**Run 1: nets reached from selected ports**

Bar = 20 um.
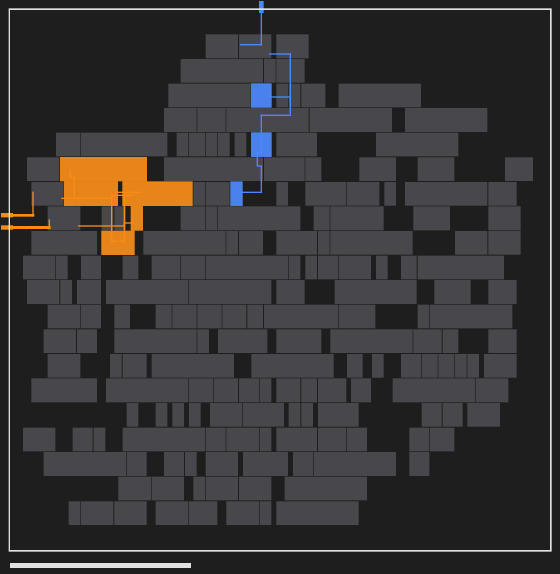
**Run 1: metal layers overlaid**

Only two layers are drawn.
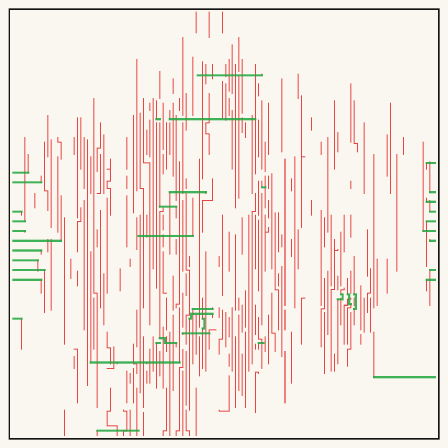
**Run 1: clock nets**

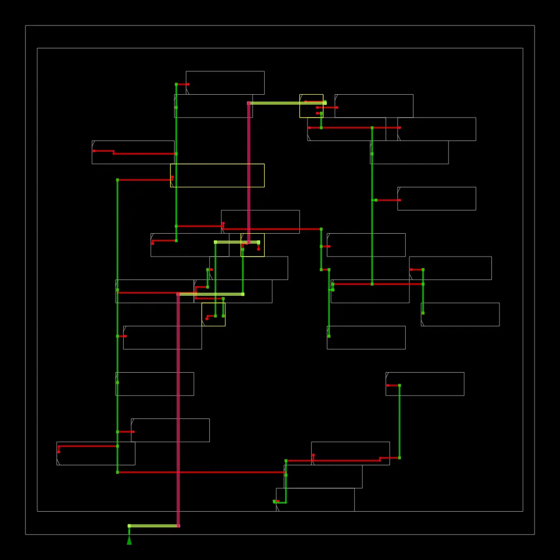
## config.mk

```make
export PLATFORM = sky130hd
export DESIGN_NAME = mod_addsub_sched_flat
export DESIGN_NICKNAME = d
export VERILOG_FILES = /design/src/rtl/mod_addsub_sched_pkg.sv /design/src/rtl/mod_addsub_sched_if.sv /design/src/rtl/mod_addsub_sched_rr_arb2.sv /design/src/rtl/mod_addsub_sched.sv /design/src/flat_wrapper.sv
export SDC_FILE = /design/constraint.sdc
export NUM_CORES = 1
export LEC_CHECK = 0
export CAP_MARGIN = 20
export CORE_UTILIZATION = 44
export CTS_CLUSTER_DIAMETER = 150
export DETAILED_ROUTE_END_ITERATION = 8
export PLACE_DENSITY = 0.87
export SETUP_SLACK_MARGIN = 0.15
export SLEW_MARGIN = 20
export SYNTH_ARGS = -nofsm -noshare
export SYNTH_HDL_FRONTEND = slang
export SYNTH_SLANG_ARGS = --single-unit
export TNS_END_PERCENT = 30
```

## constraint.sdc

```tcl
create_clock -name clk -period 2.2 [get_ports clk]
set_input_delay 0.33 -clock clk [delete_from_list [all_inputs] [get_ports clk]]
set_output_delay 0.33 -clock clk [all_outputs]
set_load 0.05 [all_outputs]
```

## src/rtl/mod_addsub_sched_pkg.sv

```systemverilog
// Shared types and defaults for the modular add/sub scheduler.
package mod_addsub_pkg;

    localparam int W_DEF = 4;
    localparam int M_DEF = 12;

    localparam logic OP_ADD = 1'b0;
    localparam logic OP_SUB = 1'b1;

    typedef enum logic [1:0] {
        IDLE = 2'd0,
        CALC = 2'd1,
        CORR = 2'd2,
        RESP = 2'd3
    } state_t;

endpackage

```

## src/rtl/mod_addsub_sched_if.sv

```systemverilog
// Request/response bundle between the requesters/consumer and mod_addsub_sched.
interface mod_addsub_sched_if
    import mod_addsub_pkg::*;
#(
    parameter int W = W_DEF
);
    logic [1:0]     req_valid;
    logic [1:0]     req_ready;
    logic [1:0]     req_op;
    logic [2*W-1:0] req_a;
    logic [2*W-1:0] req_b;
    logic           rsp_valid;
    logic           rsp_ready;
    logic           rsp_id;
    logic [W-1:0]   rsp_data;
    logic           rsp_err;
    logic [W-1:0]   corr_sel;
    logic           busy;

    modport master (
        output req_valid, req_op, req_a, req_b, rsp_ready,
        input  req_ready, rsp_valid, rsp_id, rsp_data, rsp_err, corr_sel, busy
    );

    modport slave (
        input  req_valid, req_op, req_a, req_b, rsp_ready,
        output req_ready, rsp_valid, rsp_id, rsp_data, rsp_err, corr_sel, busy
    );
endinterface

```

## src/rtl/mod_addsub_sched_rr_arb2.sv

```systemverilog
// Two-input round-robin arbiter; last-grant pointer resets to 1 so input 0 wins first.
module rr_arb2 (
    input  logic       clk,
    input  logic       rst_n,
    input  logic [1:0] req,
    input  logic       advance,
    output logic [1:0] grant
);
    logic last_reg;

    always_comb begin
        grant = 2'b00;
        case (req)
            2'b01:   grant = 2'b01;
            2'b10:   grant = 2'b10;
            2'b11:   grant = last_reg ? 2'b01 : 2'b10;
            default: grant = 2'b00;
        endcase
    end

    always_ff @(posedge clk or negedge rst_n) begin
        if (!rst_n) begin
            last_reg <= 1'b1;
        end else if (advance) begin
            last_reg <= grant[1];
        end
    end
endmodule

```

## src/rtl/mod_addsub_sched.sv

```systemverilog
// Round-robin sequencer for the modular adder/subtractor: arbitrate, raw op, correct, respond.
// Optional operand range check is enabled by defining MOD_RANGE_CHECK_EN.
module mod_addsub_sched
    import mod_addsub_pkg::*;
#(
    parameter int W = W_DEF,
    parameter int M = M_DEF
)(
    input  logic              clk,
    input  logic              rst_n,
    mod_addsub_sched_if.slave bus
);
    localparam logic [W:0]   M_X = M[W:0];
    localparam logic [W-1:0] M_W = M[W-1:0];

    state_t         state_reg;
    logic           op_reg;
    logic [W-1:0]   a_reg;
    logic [W-1:0]   b_reg;
    logic           id_reg;
    logic [W:0]     raw_reg;
    logic           rsp_valid_reg;
    logic           rsp_id_reg;
    logic [W-1:0]   rsp_data_reg;
    logic [W-1:0]   corr_sel_reg;
    logic           busy_reg;

    logic [W-1:0]   a_sl [2];
    logic [W-1:0]   b_sl [2];
    logic [1:0]     grant;
    logic           accept;
    logic           sel_id;
    logic [W:0]     raw_next;
    logic           corrected;
    logic [W-1:0]   result;

    genvar gi;
    generate
        for (gi = 0; gi < 2; gi++) begin : g_unpack
            assign a_sl[gi] = bus.req_a[gi*W +: W];
            assign b_sl[gi] = bus.req_b[gi*W +: W];
        end
    endgenerate

    rr_arb2 u_arb (
        .clk     (clk),
        .rst_n   (rst_n),
        .req     (bus.req_valid),
        .advance (accept),
        .grant   (grant)
    );

    // req_ready is only offered in IDLE and is forced low while reset is held.
    assign bus.req_ready = (state_reg == IDLE && rst_n) ? grant : 2'b00;
    assign accept        = |(bus.req_valid & bus.req_ready);
    assign sel_id        = grant[1];

    assign raw_next = (op_reg == OP_SUB) ? ({1'b0, a_reg} - {1'b0, b_reg})
                                         : ({1'b0, a_reg} + {1'b0, b_reg});

    // Subtract wraps below zero (borrow); add overflows at or above M.
    always_comb begin
        corrected = (op_reg == OP_SUB) ? raw_reg[W] : (raw_reg >= M_X);
        result    = raw_reg[W-1:0];
        if (corrected) begin
            result = (op_reg == OP_SUB) ? raw_reg[W-1:0] + M_W : raw_reg[W-1:0] - M_W;
        end
    end

`ifdef MOD_RANGE_CHECK_EN
    logic rsp_err_reg;
    assign bus.rsp_err = rsp_err_reg;
`else
    assign bus.rsp_err = 1'b0;
`endif

    always_ff @(posedge clk or negedge rst_n) begin
        if (!rst_n) begin
            state_reg     <= IDLE;
            op_reg        <= OP_ADD;
            a_reg         <= '0;
            b_reg         <= '0;
            id_reg        <= 1'b0;
            raw_reg       <= '0;
            rsp_valid_reg <= 1'b0;
            rsp_id_reg    <= 1'b0;
            rsp_data_reg  <= '0;
            corr_sel_reg  <= '1;
            busy_reg      <= 1'b0;
`ifdef MOD_RANGE_CHECK_EN
            rsp_err_reg   <= 1'b0;
`endif
        end else begin
            case (state_reg)
                IDLE: begin
                    if (accept) begin
                        op_reg    <= bus.req_op[sel_id];
                        a_reg     <= a_sl[sel_id];
                        b_reg     <= b_sl[sel_id];
                        id_reg    <= sel_id;
                        busy_reg  <= 1'b1;
                        state_reg <= CALC;
                    end
                end
                CALC: begin
                    raw_reg <= raw_next;
`ifdef MOD_RANGE_CHECK_EN
                    if (a_reg >= M_W || b_reg >= M_W) begin
                        rsp_err_reg   <= 1'b1;
                        rsp_data_reg  <= '0;
                        rsp_id_reg    <= id_reg;
                        rsp_valid_reg <= 1'b1;
                        state_reg     <= RESP;
                    end else begin
                        state_reg <= CORR;
                    end
`else
                    state_reg <= CORR;
`endif
                end
                CORR: begin
                    rsp_data_reg  <= result;
                    corr_sel_reg  <= {W{~corrected}};
                    rsp_id_reg    <= id_reg;
                    rsp_valid_reg <= 1'b1;
`ifdef MOD_RANGE_CHECK_EN
                    rsp_err_reg   <= 1'b0;
`endif
                    state_reg     <= RESP;
                end
                RESP: begin
                    if (bus.rsp_ready) begin
                        rsp_valid_reg <= 1'b0;
                        busy_reg      <= 1'b0;
                        state_reg     <= IDLE;
                    end
                end
                default: state_reg <= IDLE;
            endcase
        end
    end

    assign bus.rsp_valid = rsp_valid_reg;
    assign bus.rsp_id    = rsp_id_reg;
    assign bus.rsp_data  = rsp_data_reg;
    assign bus.corr_sel  = corr_sel_reg;
    assign bus.busy      = busy_reg;
endmodule

```

## src/flat_wrapper.sv

```systemverilog
// flat-port wrapper written by rule: the top's interface ports become plain ports
module mod_addsub_sched_flat import mod_addsub_pkg::*;
#(
    parameter int W = W_DEF,
    parameter int M = M_DEF
)
  (clk, rst_n, bus_req_valid, bus_req_op, bus_req_a, bus_req_b, bus_rsp_ready, bus_req_ready, bus_rsp_valid, bus_rsp_id, bus_rsp_data, bus_rsp_err, bus_corr_sel, bus_busy);
  mod_addsub_sched_if #(.W(W)) bus_i ();
  input  logic clk;
  input  logic rst_n;
  input wire logic [$bits(bus_i.req_valid)-1:0] bus_req_valid;
  input wire logic [$bits(bus_i.req_op)-1:0] bus_req_op;
  input wire logic [$bits(bus_i.req_a)-1:0] bus_req_a;
  input wire logic [$bits(bus_i.req_b)-1:0] bus_req_b;
  input wire logic [$bits(bus_i.rsp_ready)-1:0] bus_rsp_ready;
  output wire logic [$bits(bus_i.req_ready)-1:0] bus_req_ready;
  output wire logic [$bits(bus_i.rsp_valid)-1:0] bus_rsp_valid;
  output wire logic [$bits(bus_i.rsp_id)-1:0] bus_rsp_id;
  output wire logic [$bits(bus_i.rsp_data)-1:0] bus_rsp_data;
  output wire logic [$bits(bus_i.rsp_err)-1:0] bus_rsp_err;
  output wire logic [$bits(bus_i.corr_sel)-1:0] bus_corr_sel;
  output wire logic [$bits(bus_i.busy)-1:0] bus_busy;
  assign bus_i.req_valid = bus_req_valid;
  assign bus_i.req_op = bus_req_op;
  assign bus_i.req_a = bus_req_a;
  assign bus_i.req_b = bus_req_b;
  assign bus_i.rsp_ready = bus_rsp_ready;
  assign bus_req_ready = bus_i.req_ready;
  assign bus_rsp_valid = bus_i.rsp_valid;
  assign bus_rsp_id = bus_i.rsp_id;
  assign bus_rsp_data = bus_i.rsp_data;
  assign bus_rsp_err = bus_i.rsp_err;
  assign bus_corr_sel = bus_i.corr_sel;
  assign bus_busy = bus_i.busy;
  mod_addsub_sched #(.W(W), .M(M)) u_core (.clk(clk), .rst_n(rst_n), .bus(bus_i));
endmodule
```

==> flow_metrics.py, run 1 <==
# Synthesis and PnR figures
metrics = {
    "global_route": {
        "grt_max_degree": 16,
    },
    "outcome": {
        "status": "finished, violations left",
        "violations": "negative setup slack",
    },
    "clock_tree": {
        "numCtsBuffers": 3,
        "htreeDepth": 1,
    },
    "critical_path": {
        "worst_r2r_endpoint": "u_core.raw_reg[3]",
        "crit_fanout": 2,
        "cp_slowest_stage_delay_ns": 0.43,
        "crit_buf_inv": 2,
        "slowest_stage": "dfrtp_1",
        "critPathKind": "flop to flop",
        "cp_top_family": "flip-flops",
        "endpoint": "u_core.raw_reg[3]",
        "worstSetupStartpointType": "flop",
        "ff2ff_path_depth": 9,
    },
    "cells_and_area": {
        "seqCellArea_um2": 653.1,
        "lay_top_cells": "29 x clkdlybuf4s50_1, 24 x dfrtp_1, 20 x nor2_1, 10 x o22ai_1",
        "nFillCells": 252,
        "largest_reg_flops": 5,
    },
    "power_and_ir_drop": {
        "p_total_mw": 3.529,
        "peakVddDrop_uv": 657.0,
        "p_per_area_nw_per_um2": 1740,
    },
    "final_timing": {
        "setup_slack_ns": -0.001290,
        "finalCritPeriodShare": 1.001,
        "setup_viol": 1,
        "finalCriticalPeriod_ns": 2.201,
    },
    "floorplanning": {
        "fp_util": 0.4734,
        "dieArea_um2": 3574,
        "die_x_um": 59.78,
    },
    "routing": {
        "ant_nets": 0,
        "drt-vias-per-instance": 5.343,
    },
    "synthesis": {
        "ys_seq_frac": 0.4446,
        "yosys_warnings": 0,
    },
    "hold_path": {
        "hp-class": "flop to flop",
    },
    "job": {
        "warnings": 33,
    },
}
Back to the opening pictures, 'nets reached from selected ports':
| colour | port | bits | direction | end cells | buffers | wire |
|---|---|---|---|---|---|---|
| blue | bus_rsp_ready | 1 | input | 3 | 1 | 32.9 um |
| orange | bus_req_valid | 2 | input | 6 | 2 | 41.9 um |

Back to the opening pictures, 'metal layers overlaid':
| colour | layer | wire length |
|---|---|---|
| red | met2 | 1,980 um |
| green | met3 | 128 um |

Back to the opening pictures, 'clock nets':
TritonCTS Sinks: 26
clkbuf count: 3

run 1: cells in the mapped netlist, types with 2 or more instances:
library cell	n	area share
inv_1	12	0.031
a21oi_1	10	0.034
nand2_1	9	0.023
nand2b_1	2	0.0085
xnor2_1	3	0.018
dfstp_2	2	0.036
o22ai_1	10	0.043
xor2_1	2	0.012
mux2_2	6	0.046
buf_2	2	0.0068
o21ai_0	3	0.010
buf_4	5	0.026
nor2b_1	5	0.021
nor2_1	20	0.051
dfrtp_1	24	0.41
ha_1	10	0.085
mux2i_1	2	0.014
run 1: layer usage:
layer,track usage,vias to the layer above,routed length (um)
met2,0.4349,54,1976
met1,0.2587,599,1424
met4,0.1063,0,96
li1,-,568,-
met5,0,-,0
met3,0.02814,8,127
run 1: report_power, final:
part | internal, mW | switching [mW] | total, mW | leakage, nW
registers | 0.731 | 0.196 | 0.927 | 0.292
clock network | 0.184 | 0.155 | 0.340 | 0.0279
logic | 0.978 | 1.28 | 2.26 | 0.582
total | 1.89 | 1.64 | 3.53 | 0.901
run 1: area by class of cell:
cell class / count / area share
multi-input combinational: 99 / 0.3862
sequential: 26 / 0.3220
timing repair buffer: 44 / 0.2134
tap: 44 / 0.02714
inverter: 13 / 0.02529
clock inverter: 1 / 0.01481
clock buffer: 3 / 0.01110
run 1: logic make-up after synthesis:
group / Yosys count / share of synthesized area
and+or+nand+nor: 42 / 0.1397
AOI/OAI and AO/OA: 32 / 0.1567
DFF: 26 / 0.4446
buffers and inverters: 21 / 0.06814
adders and majority gates: 11 / 0.09881
muxes: 8 / 0.05962
xor gates and xnor gates: 5 / 0.02982
other: 1 / 0.002553
run 1: repair_timing:
action / in CTS / in global routing
pin swaps: 4 / 2
resized: 9 / 7
setup buffers: 3 / 0
setup endpoints to repair: 8 / 4
## Run 2: what changed since run 1
CORE_UTILIZATION = 46   (was 44)
CTS_BUF_LIST = sky130_fd_sc_hd__clkbuf_2   (was default)
PLACE_DENSITY = 0.9   (was 0.87)
**Run 2: signal wires on met1**

Supply wires on this layer in grey.
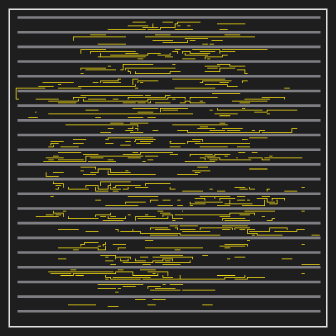
share of all routed wire: 40%
main direction: horizontal
nets with wire on the layer: 185

==> run 2 against run 1 <==
  * Power decreased by 5.6%
  * The run still ends with negative setup slack left
  * Register-to-register slack got worse by 0.02 ns
  * Clock-buffer cell count unchanged
  * Critical endpoint unchanged
  * Critical path type unchanged
==> flow_metrics.py, run 2 <==
# Synthesis and PnR figures
metrics = {
    "critical_path": {
        "worstSetupStartpointType": "flop",
        "critPathKind": "flop to flop",
        "crit_buf_inv": 2,
    },
    "global_route": {
        "gr-usage-met2": 0.3957,
        "grt_busiest_layer": "met2",
        "grt_max_degree": 23,
    },
    "floorplanning": {
        "die_x_um": 58.51,
        "dieArea_um2": 3423,
    },
    "clock_tree": {
        "htreeDepth": 1,
        "clkSinkCount": 26,
    },
    "power_and_ir_drop": {
        "p_total_mw": 3.332,
        "peakVddDrop_uv": 606.1,
        "p_per_area_nw_per_um2": 1681,
    },
    "cells_and_area": {
        "lay_top_cells": "29 x clkdlybuf4s50_1, 24 x dfrtp_1, 20 x nor2_1, 10 x o22ai_1",
        "largest_reg_flops": 5,
    },
    "synthesis": {
        "most_common_cell": "dfrtp_1",
        "ys_seq_frac": 0.4446,
        "xor_area_frac": 0.02981,
        "mux_share": 0.05963,
    },
    "outcome": {
        "violations": "negative setup slack",
        "status": "finished, violations left",
    },
    "routing": {
        "top_layer": "met4",
        "ant_nets": 0,
        "dr_wl_met3_um": 105,
        "wirelength_met1_mm": 1.332,
    },
    "final_timing": {
        "setup_viol": 1,
        "finalCriticalPeriod_ns": 2.219,
        "setup_slack_ns": -0.01937,
    },
}
[run 2: final timing paths]
check / start / endpoint / slack [ns]
setup / recovery: u_core.b_reg[1] / u_core.raw_reg[3] / -0.02
hold / removal: rst_n / u_core.u_arb.last_reg / 0.41
setup reg to reg: u_core.b_reg[1] / u_core.raw_reg[3] / -0.02
hold reg to reg: u_core.u_arb.last_reg / u_core.u_arb.last_reg / 0.51
max in group asynchronous: rst_n / u_core.bus.corr_sel[0] / 1.41
min in group clk: bus_req_a[6] / u_core.a_reg[2] / 0.49
[run 2: power by group]
group | total (mW) | internal, mW | switching (mW) | leakage, nW
Sequential | 0.912 | 0.729 | 0.183 | 0.292
Clock | 0.192 | 0.0393 | 0.153 | 0.0140
Combinational | 2.23 | 0.979 | 1.25 | 0.579
Total | 3.33 | 1.75 | 1.58 | 0.885
[run 2: area by class of cell]
cell class | count | area share
sequential | 26 | 0.3295
clock inverter | 1 | 0.001894
multi-input combinational | 99 | 0.3889
inverter | 13 | 0.02588
clock buffer | 3 | 0.007576
tap | 44 | 0.02778
timing repair buffer | 44 | 0.2184
[run 2: worst reg2reg max path: cells and delay by family, from the launching register on]
| family | cells | cell delay, ns |
|---|---|---|
| multiplexers | 1 | 0.29 |
| flip-flops | 1 | 0.47 |
| AND/OR/NAND/NOR | 2 | 0.42 |
| AND-OR/OR-AND | 2 | 0.40 |
| adder cells (fa/ha/maj) | 2 | 0.40 |
| buffers and inverters | 2 | 0.17 |
[run 2: timing repair]
| item | 4_1_cts | 5_1_grt |
|---|---|---|
| buffers inserted | 2 | 2 |
| cloned | 0 | 0 |
| pin swaps | 3 | 3 |
| gates resized | 12 | 3 |
| endpoints found under the setup margin | 8 | 4 |
**Run 2: zoomed window**

Bar = 10 um. Region (14, 14) to (44, 44) um. Cells in grey, sequential cells in the stronger grey; small squares are vias.
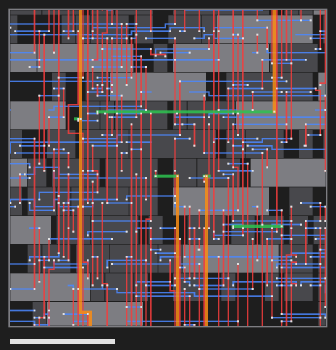

## Run 3: what changed since run 2
CORE_UTILIZATION = 54   (was 46)
PLACE_DENSITY = 0.95   (was 0.9)
SLEW_MARGIN = 5   (was 20)
clock period = 2.8 ns   (was 2.2 ns; I/O delays follow)
**Run 3: zoomed window**

Bar = 10 um. Region (12, 12) to (42, 42) um. Cells in grey, sequential cells in the stronger grey; small squares are vias.
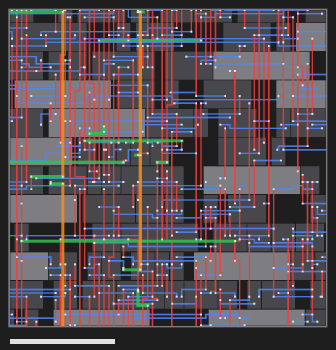
| colour | layer |
|---|---|
| blue | met1 |
| red | met2 |
| green | met3 |
| orange | met4 |
most frequent: nor2_1 (10), dfrtp_1 (10), inv_1 (8)
sequential cells in the window: 10
netlist names of flops here include: u_core.raw_reg (4), u_core.b_reg (3), u_core.a_reg (2)
cells with their middle in the window: 77

==> run 3 against run 2 <==
  * The run now ends clean
  * Clock power is 28% higher
  * Sequential power fell by 19%
  * Register-to-register slack better by 0.52 ns
  * Critical path depth decreased by 4
  * Combinational power down 33%
  * First-iteration DRC count down 25%
  * Non-clock buffer count shrank 8
  * Design area is 4.8% lower
  * Routed wire length shrank 2.8%
  * Die area is 14% lower
  * Hold slack better by 0.099 ns
  * Via count fell by 1.7%
  * Critical path type is now flop to output port
  * Critical endpoint is now bus_req_ready[0]
  * Largest cell class unchanged
  * Largest power group unchanged
==> flow_metrics.py, run 3 <==
# Synthesis and PnR figures
metrics = {
    "power_and_ir_drop": {
        "p_total_mw": 2.485,
        "p_sw_mw": 1.138,
        "power_frac_seq": 0.296,
        "peakVddDrop_uv": 924.9,
        "sw_frac_of_total": 0.4579,
        "p_per_area_nw_per_um2": 1317,
        "pwr-share-clk": 0.099,
    },
    "global_route": {
        "grt_max_degree": 29,
    },
    "cells_and_area": {
        "seqCellArea_um2": 653.1,
        "lay_top_cells": "33 x clkdlybuf4s50_1, 24 x dfrtp_1, 20 x nor2_1, 12 x inv_1",
    },
    "floorplanning": {
        "dieArea_um2": 2933,
        "die_x_um": 54.16,
    },
    "clock_tree": {
        "clkSinkCount": 26,
        "htreeDepth": 1,
        "postCtsResizedCells": 0,
    },
    "synthesis": {
        "logic_family": "AND-OR/OR-AND gates",
        "synthTopCellsByArea": "dfrtp_1 41%, ha_1 8.5%, nor2_1 5.1%",
        "xor_area_frac": 0.02981,
        "ys_sh_aoi": 0.1567,
        "fa_ha_area_frac": 0.09881,
        "yosys.area.top_type_share": 0.4089,
        "common_cells": "24 x dfrtp_1, 20 x nor2_1, 12 x inv_1",
        "synth_area_leader_cell": "dfrtp_1",
        "ys_seq_frac": 0.4446,
        "mux_share": 0.05963,
    },
    "critical_path": {
        "worstSetupStartpointType": "flop",
        "worst_r2r_endpoint": "u_core.raw_reg[3]",
        "rr_startpoint": "u_core.b_reg[0]",
        "critPathKind": "flop to output port",
        "reg2reg_slack_ns": 0.50,
        "crit_fanout": 10,
    },
    "final_timing": {
        "finalCriticalPeriod_ns": 2.442,
        "setup_slack_ns": 0.3583,
        "setup_viol": 0,
        "finalCritPeriodShare": 0.8720,
    },
    "job": {
        "warnings": 30,
    },
    "outcome": {
        "status": "finished, final reports clean",
    },
    "routing": {
        "drt-vias-per-instance": 5.606,
        "ant_nets": 0,
    },
    "hold_path": {
        "hp-class": "flop to flop",
        "min_to": "u_core.u_arb.last_reg",
    },
}
[run 3: final cells by class]
type                    count  area share
repair buffers             36      0.2003
clock inverters             1     0.01592
well taps                  30     0.01989
inverters                  13     0.02586
multi-input cells          99      0.3840
clock buffers               3    0.007958
flip-flops and latches     26      0.3462
[run 3: kinds of logic after synthesis]
kind of cell / Yosys count
AOI/OAI and AO/OA: 32
xor gates and xnor gates: 5
adders and majority gates: 11
buffers and inverters: 21
DFF: 26
muxes: 8
other: 1
and+or+nand+nor: 42
[run 3: worst max-delay path by stage]
stage,endpoint,cells after the start,startpoint,slack (ns)
2_1_floorplan,u_core.raw_reg[3],9,u_core.b_reg[0],0.68
3_3_place_gp,u_core.raw_reg[3],9,u_core.b_reg[0],0.65
3_5_place_dp,u_core.raw_reg[3],9,u_core.b_reg[0],0.56
4_1_cts,bus_req_ready[1],5,u_core.state_reg[0],0.29
5_1_grt,bus_req_ready[0],5,u_core.state_reg[1],0.21
6_report,bus_req_ready[0],5,u_core.state_reg[0],0.36
[run 3: power by group through the flow]
stage / Clock (mW) / Sequential, mW / Combinational, mW
CTS: 0.239 / 0.734 / 1.50
finish: 0.245 / 0.736 / 1.50
floorplan: 0 / 0.887 / 0.956
detailed placement: 0 / 0.744 / 1.49
global placement: 0 / 0.718 / 1.41
global route: 0.258 / 0.762 / 1.64
[run 3: layer usage]
layer | vias up | global-route usage | share of wire
met5 | - | 0 | 0
met4 | 0 | 0.1154 | 0.024
met3 | 9 | 0.03672 | 0.046
met2 | 50 | 0.4614 | 0.54
met1 | 554 | 0.2984 | 0.39
li1 | 553 | - | -
[run 3: worst max-delay path: stages (launching register included)]
cell and delay, ns:
dfrtp_1 0.47, inv_1 0.14, ha_1 0.44, o2111ai_4 0.29, inv_1 0.17, buf_12 0.15
Power and IR drop assume default switching activity.
